$ cat src/rtl/fetch_line_responder.sv
// Single-line instruction buffer answering fetchpc one cycle later; misses stall fetch
// and refill the whole line from backing memory, beat 0 first, over a req/ack handshake.
module fetch_line_responder #(
  parameter int LINE_WORDS = 8
) (
  input  logic        clk,
  input  logic        rst,
  input  logic [31:0] fetchpc,
  input  logic        inval,
  output logic [31:0] instr,
  output logic [31:0] instr_pc,
  output logic        instr_valid,
  output logic        stall_out,
  output logic        mem_req,
  output logic [31:0] mem_addr,
  input  logic        mem_ack,
  input  logic [31:0] mem_rdata
);

  localparam int BEAT_W = $clog2(LINE_WORDS);
  localparam int OFF_W  = BEAT_W + 2;
  localparam int TAG_W  = 32 - OFF_W;

  typedef enum logic {IDLE, FILL} state_t;

  state_t              state;
  logic                req_valid;
  logic                line_valid;
  logic [TAG_W-1:0]    tag;
  logic [BEAT_W-1:0]   beat;
  logic [31:0]         line [LINE_WORDS];
  logic                hit;
  logic                in_fill;

  assign in_fill     = (state == FILL);
  assign hit         = req_valid & line_valid & (instr_pc[31:OFF_W] == tag);
  // Registers only: keeps fetchpc out of the fetch stage's stall mux loop.
  assign stall_out   = (req_valid & ~hit) | in_fill;
  assign instr_valid = hit & ~in_fill;
  assign instr       = instr_valid ? line[instr_pc[OFF_W-1:2]] : 32'h0;
  assign mem_req     = in_fill;
  assign mem_addr    = in_fill ? {tag, beat, 2'b00} : 32'h0;

  always_ff @(posedge clk or posedge rst) begin
    if (rst) begin
      state      <= IDLE;
      req_valid  <= 1'b0;
      line_valid <= 1'b0;
      beat       <= '0;
      tag        <= '0;
      instr_pc   <= 32'h0;
    end else begin
      if (!stall_out) begin
        instr_pc  <= fetchpc;
        req_valid <= 1'b1;
      end
      // Invalidate wins over everything, including an ack arriving the same cycle.
      if (inval) begin
        line_valid <= 1'b0;
        state      <= IDLE;
        beat       <= '0;
      end else begin
        case (state)
          IDLE: begin
            if (req_valid && !hit) begin
              state      <= FILL;
              beat       <= '0;
              tag        <= instr_pc[31:OFF_W];
              line_valid <= 1'b0;
            end
          end
          FILL: begin
            if (mem_ack) begin
              beat <= beat + 1'b1;
              if (beat == BEAT_W'(LINE_WORDS - 1)) begin
                line_valid <= 1'b1;
                beat       <= '0;
                state      <= IDLE;
              end
            end
          end
          default: state <= IDLE;
        endcase
      end
    end
  end

  // Line storage is pure data: no reset, written only by accepted fill beats.
  always_ff @(posedge clk) begin
    if (in_fill && mem_ack && !inval) begin
      line[beat] <= mem_rdata;
    end
  end

endmodule

$ cat config.mk
export PLATFORM = sky130hd
export DESIGN_NAME = fetch_line_responder
export DESIGN_NICKNAME = d
export VERILOG_FILES = /design/src/rtl/fetch_line_responder.sv
export SDC_FILE = /design/constraint.sdc
export NUM_CORES = 1
export LEC_CHECK = 0
export CAP_MARGIN = 25
export CORE_MARGIN = 10
export CORE_UTILIZATION = 35
export DETAILED_ROUTE_END_ITERATION = 10
export DONT_BUFFER_PORTS = 1
export GPL_TIMING_DRIVEN = 0
export HOLD_SLACK_MARGIN = 0.02
export PLACE_DENSITY_LB_ADDON = 0.3
export SYNTH_ARGS = -nofsm -noshare
export SYNTH_HDL_FRONTEND = slang
export SYNTH_SLANG_ARGS = --single-unit
$ cat constraint.sdc
create_clock -name clk -period 3.4 [get_ports clk]
set_clock_uncertainty 0.1 [all_clocks]
set_input_delay 0.51 -clock clk [delete_from_list [all_inputs] [get_ports clk]]
set_output_delay 0.51 -clock clk [all_outputs]
set_load 0.005 [all_outputs]
### Clock wiring as the flow saved it, run 1

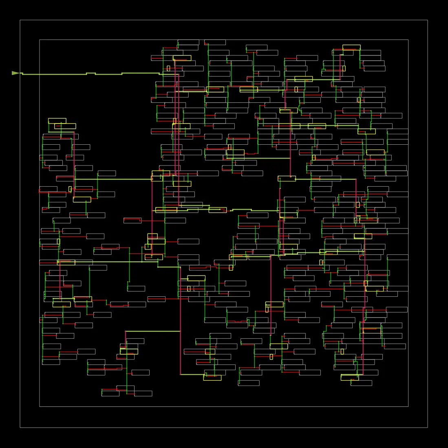
CLK BUF: 47
clock sink count: 321

### Metal 3, run 1

Scale: 2 px per um.
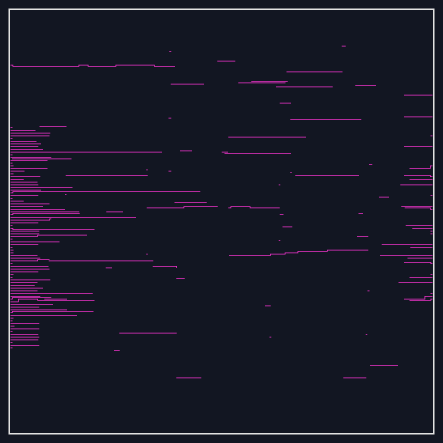
- longest straight run: 93.6 um
- nets with wire on the layer: 123
- main direction: horizontal
DR vias: 6,231
final wirelength: 30.18 mm
met3 Resource Use GR: 4.865%

### Signal metal coverage by tile, run 1

Scale: 2 px per um. 21 x 21 tiles, from black (low) to pale yellow (high), scaled to the fullest tile. Values are wire area over tile area, all layers added.
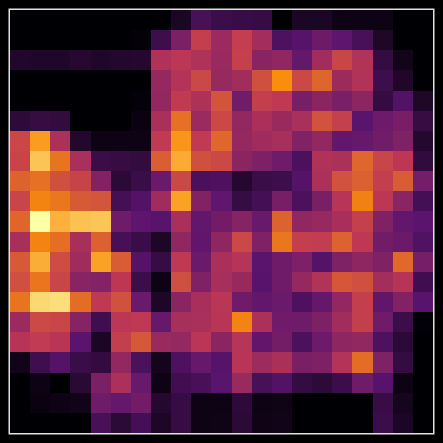
- tiles over half the peak: 21%
- fullest tile: 0.36
- emptiest ninth of the die: north-west
- nearly empty tiles: 14%
- densest ninth of the die: west
Routed WL per cell: 24.42 um
Total GRT Usage: 13.64%

### Drive-strength map, run 1

Scale: 2 px per um.
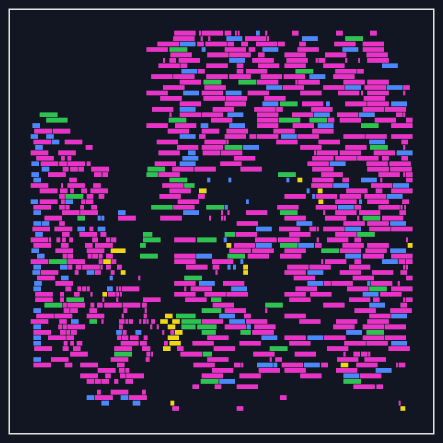
- yellow: drive 3 to 4 (cells 23; share 3.0%)
- green: drive 6 and up (cells 56; share 7.3%)
- blue: drive 2 (cells 127; share 17%)
- magenta: drive 1 or less (cells 562; share 73%)
fin area: 15,240 sq um
post-route worst setup slack: 0.09782 ns
buffers outside the clock class: 81
Area Overhead vs Synth: 18.78%

==> summary.txt, run 1 <==
Status: finished clean
Combinational power share: 5.8%
N_diodes: 0
Hold WC Path Type: in -> reg
Flop Count: 321
Clock Path Buffers: 3
Max FO, Critical Path: 10
WP data required: 2.79 ns
PwrDens: 563.4 nW/um^2
Rel. slew slack: 36.03%
Power Combinational: 0.500 mW
Async SR Flop Fraction: 20.25%
Dpl ws: 0.1671 ns
CTS clk-pin slew, worst paths: 0.06 ns
Final Cycle Share: 97.12%
Detailed Routing Iterations Pass 1: 5
Switching share of power: 21.02%
# fillers: 3,242
Comb area: 3433 sq um
Placed cell area: 13,730 sq um
# setup viols final: 0
Largest registers: line x256, instr_pc x32, tag x27
Max reg flops: 256
Clk pwr: 3.68 mW
Synth area leader: edfxtp_1
Tool warning count: 27
Startpoint Class: flip-flop
Mapped Area: 12,830 sq um
Reg power frac: 51.3%
GR Layer Usage met1: 17.25%
Worst setup EP type: primary output
Met2 wire length: 14.28 mm
Cell count in the Yosys report: 660
Main power group: sequential cells
Ao+oa area frac: 0.5459%
Layout cells sized above 1: 26.82%
Comb_multi_in: 300
DRC violations left: 0
Crit path max-delay family: simple AND/OR/NAND/NOR gates
Min Hold Slack: 0.04845 ns
CTS HTree Levels: 2
Crit path largest cell delay: 0.53 ns
Yosys warns: 0
Root Driver: clkbuf_16
First-pass GRT wire length: 45.47 mm
Chip width: 211.5 um
Worst vdd ir: 0.3491 mV
Main logic family after synthesis: multiplexers
Min Clock Period, post-route: 3.302 ns
Top cells by area: edfxtp_1 60%, dfrtp_1 13%, mux4_2 11%
Clock-cell share of area: 7.313%
Grt peak-use layer: met2
Met2 Use GR: 21.91%
Comb area share: 22.52%
Non-clock inverters: 5
Metal-1 WL: 12.90 mm
Mean Syn Cell Area: 19.45 sq um
Final #Nets: 815
EDFF count, synth: 256
DIE AREA: 44,730 sq um
Number of gates resized after cts: 22
RSZ-0062 raised after global routing: true
Post-DP HPWL: 19.94 mm
Cell row count: 70
Mux cell area share: 19.06%
Placed cell count: 1,140
Buffering overhead: 5.089%
Final Hold Vio Count: 0
FF+latch area: 9314 sq um
Most Frequent Cell on Critical Path: buf_4
Fin util: 41.84%
Yosys reg bits: 321
Most instantiated logic cells after routing: 256 x edfxtp_1, 65 x dfrtp_1, 64 x mux4_2
Initial antenna violation count: 2
Area of the core: 36,430 sq um
Number of port buffers: 0
Int Pwr: 6.784 mW
Final std cells w/o fill: 1,236
Top cell category: registers
Fa+ha+maj area frac: 0.1950%
Largest Register: line
Worst Max-Slew Pin Slew: 0.9596 ns
Crit path kind: reg -> out
Tot Pwr: 8.589 mW
CP max stage cell: or4_1
Post-CTS Hold Buffers: 33
P_leak: 5.155 nW
Post-Syn Instances: 660
Largest net degree at the start of global routing: 66
run 1: path summary, 6_finish.rpt:
path                               from           end  slack, ns  depth (start not counted)
setup / recovery            instr_pc[8]      instr[4]        0.1                          7
hold / removal               fetchpc[3]   instr_pc[3]       0.05                          1
setup reg to reg           instr_pc[22]       tag[23]       0.73                          7
hold reg to reg                  tag[4]        tag[4]       0.43                          1
max in group asynchronous           rst  instr_pc[23]       2.09                          2
min in group asynchronous           rst  instr_pc[12]       0.54                          2
run 1: cells in the mapped netlist, types with 4 or more instances:
cell type and n:
and2_1 31, buf_1 7, buf_2 8, clkbuf_1 15, dfrtp_1 65, edfxtp_1 256
inv_1 5, mux2_1 20, mux2_2 39, mux2i_1 34, mux4_2 64, nand2_1 5
nand4_1 6, nor2_1 41, nor3_1 4, xnor2_1 20, xor2_1 7
## Run 2: what changed since run 1
- CORE_MARGIN: 10 -> 2
### Where the registers sit, run 2

Scale: 2 px per um. Other sequential cells in the stronger grey, the rest of the logic in the fainter grey.
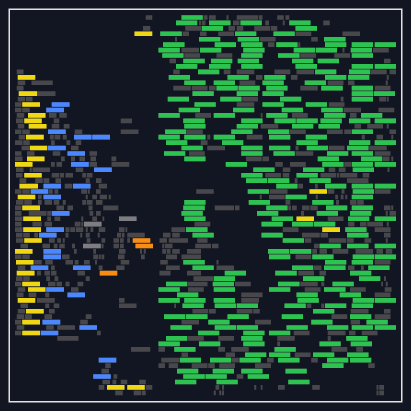
- orange: `beat` (placed flops 3)
- blue: `tag` (placed flops 27)
- green: `line` (placed flops 256)
- yellow: `instr_pc` (placed flops 32)
FF+latch area: 9316 sq um
fin util: 43.26%

==> summary.txt, run 2 <==
Status: finished clean (unchanged)
Total gr overflow: 0 (unchanged)
Number of port buffers: 0 (unchanged)
Top cells by area: edfxtp_1 60%, dfrtp_1 13%, mux4_2 11% (unchanged)
P_leak: 5.354 nW (was 5.155 nW)
CLK BUF: 46 (was 47)
Area of the core: 36,350 sq um (was 36,430 sq um)
Yosys reg bits: 321 (unchanged)
Max FO, Critical Path: 10 (unchanged)
Flop Count: 321 (unchanged)
Clock-cell share of area: 7.710% (was 7.313%)
Fin area: 15,730 sq um (was 15,240 sq um)
Reg power frac: 49.5% (was 51.3%)
Buffering overhead: 7.153% (was 5.089%)
Min Hold Slack: 0.2354 ns (was 0.04845 ns)
Largest net degree at the start of global routing: 62 (was 66)
Most frequent cells after synthesis: 256 x edfxtp_1, 65 x dfrtp_1, 64 x mux4_2 (unchanged)
Post-route worst setup slack: 0.09159 ns (was 0.09782 ns)
Tot Pwr: 8.895 mW (was 8.589 mW)
Area Overhead vs Synth: 22.52% (was 18.78%)
Post-DP HPWL: 18.38 mm (was 19.94 mm)
Final Max-Slew Violation Tally: 0 (unchanged)
Switching share of power: 21.12% (was 21.02%)
Rel. slew slack: 42.52% (was 36.03%)
Top cell excl fill/tap: edfxtp_1 (unchanged)
Largest registers: line x256, instr_pc x32, tag x27 (unchanged)
R2R Setup Slk: 0.74 ns (was 0.73 ns)
Async SR Flop Fraction: 20.25% (unchanged)
GR Layer Usage met1: 20.96% (was 17.25%)
Most instantiated logic cells after routing: 256 x edfxtp_1, 65 x dlygate4sd3_1, 64 x mux4_2 (was 256 x edfxtp_1, 65 x dfrtp_1, 64 x mux4_2)
Final std cells w/o fill: 1,271 (was 1,236)
Critical Path Stages: 7 (unchanged)
PwrDens: 565.6 nW/um^2 (was 563.4 nW/um^2)
Met2 Use GR: 24.33% (was 21.91%)
FMAX: 302.3 MHz (was 302.8 MHz)
Buffers outside the clock class: 112 (was 81)
Comb area: 3465 sq um (was 3433 sq um)
Mean Syn Cell Area: 19.45 sq um (unchanged)
Comb_multi_in: 300 (unchanged)
Worst setup EP type: primary output (unchanged)
Crit path max-delay family: simple AND/OR/NAND/NOR gates (unchanged)
Non-clock inverters: 5 (unchanged)
Comb area share: 22.03% (was 22.52%)
Final TNS setup: 0 ns (unchanged)
Worst vdd ir: 0.3538 mV (was 0.3491 mV)
Clk pwr: 3.96 mW (was 3.68 mW)
CP max stage cell: or4_1 (unchanged)
Seq power: 4.41 mW (about the same)
Post-Syn Instances: 660 (unchanged)
EDFF count, synth: 256 (unchanged)
WP data required: 2.79 ns (about the same)
Max reg flops: 256 (unchanged)
Critical Path Source: instr_pc[8] (unchanged)
Root Driver: clkbuf_16 (unchanged)
Crit path kind: reg -> out (unchanged)
RR Startpoint: instr_pc[30] (was instr_pc[22])
CTS HTree Levels: 2 (unchanged)
Initial antenna violation count: 1 (was 2)
Chip width: 195.5 um (was 211.5 um)
Int Pwr: 7.016 mW (was 6.784 mW)
Yosys warns: 0 (unchanged)
Layout cells sized above 1: 27.90% (was 26.82%)
Cell count in the Yosys report: 660 (unchanged)
RR Endpoint: tag[7] (was tag[23])
Hold WC Path Type: in -> async (was in -> reg)
First-pass GRT wire length: 43.49 mm (was 45.47 mm)
Final #Nets: 846 (was 815)
Cell row count: 70 (unchanged)
Buffers and inverters on the worst path: 2 (unchanged)
Main power group: sequential cells (unchanged)
Grt peak-use layer: met2 (unchanged)
Placed cell count: 1,140 (unchanged)
# fillers: 3,165 (was 3,242)
Worst Max-Slew Pin Slew: 0.8622 ns (was 0.9596 ns)
Dpl ws: 0.1225 ns (was 0.1671 ns)
Most common cell in the netlist: edfxtp_1 (unchanged)
N_diodes: 0 (unchanged)
Min Clock Period, post-route: 3.308 ns (was 3.302 ns)
Final Hold Vio Count: 0 (unchanged)
# setup viols final: 0 (unchanged)
Power Combinational: 0.532 mW (was 0.500 mW)
Synth area leader: edfxtp_1 (unchanged)
Combinational power share: 6.0% (was 5.8%)
Crit path capture: instr[15] (was instr[4])
Mapped Area: 12,830 sq um (unchanged)
Met3 Resource Use GR: 5.009% (was 4.865%)
CTS clk-pin slew, worst paths: 0.05 ns (was 0.06 ns)
Crit path largest cell delay: 0.54 ns (was 0.53 ns)
Clock sink count: 321 (unchanged)
DRC violations left: 0 (unchanged)
Clock Path Buffers: 3 (unchanged)
Detailed Routing Iterations Pass 1: 6 (was 5)
### Signal metal coverage by tile, run 2

Scale: 2 px per um. 39 x 39 tiles, from black (low) to pale yellow (high), scaled to the fullest tile. Values are wire area over tile area, all layers added.
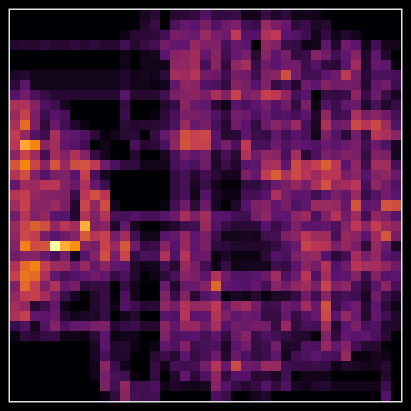
- tiles over half the peak: 5.5%
- nearly empty tiles: 16%
- fullest tile: 0.57
Routed WL per cell: 22.80 um
final wirelength: 28.98 mm
DR vias: 6,380
Total GRT Usage: 15.58%

==> run 2: cell counts after synthesis <==
Identical to the previous run, type by type.
==> run 2: routing by layer <==
metal	part of all wire [%]	routed length [um]
met5	0.045	13
met4	2.1	618
met1	45	12940
met3	7.0	2022
met2	46	13390
==> run 2: repair_timing <==
action / in CTS / in global routing
gates cloned: 0 / 0
resized: 18 / 29
buffers inserted: 2 / 0
hold buffers: 65 / 0
endpoints found under the setup margin: 33 / 29
endpoints found under the hold margin: 353 / 0
==> run 2: cell families after synthesis <==
group	Yosys count	synth area share, %
AOI/OAI and AO/OA	10	0.5459
xor gates and xnor gates	27	1.842
adders and majority gates	2	0.1949
buffers and inverters	40	1.453
DFF	321	72.57
muxes	157	19.06
other	1	0.02922
and+or+nand+nor	102	4.309
Power figures rest on the tool's default switching activity, not on a simulated workload.
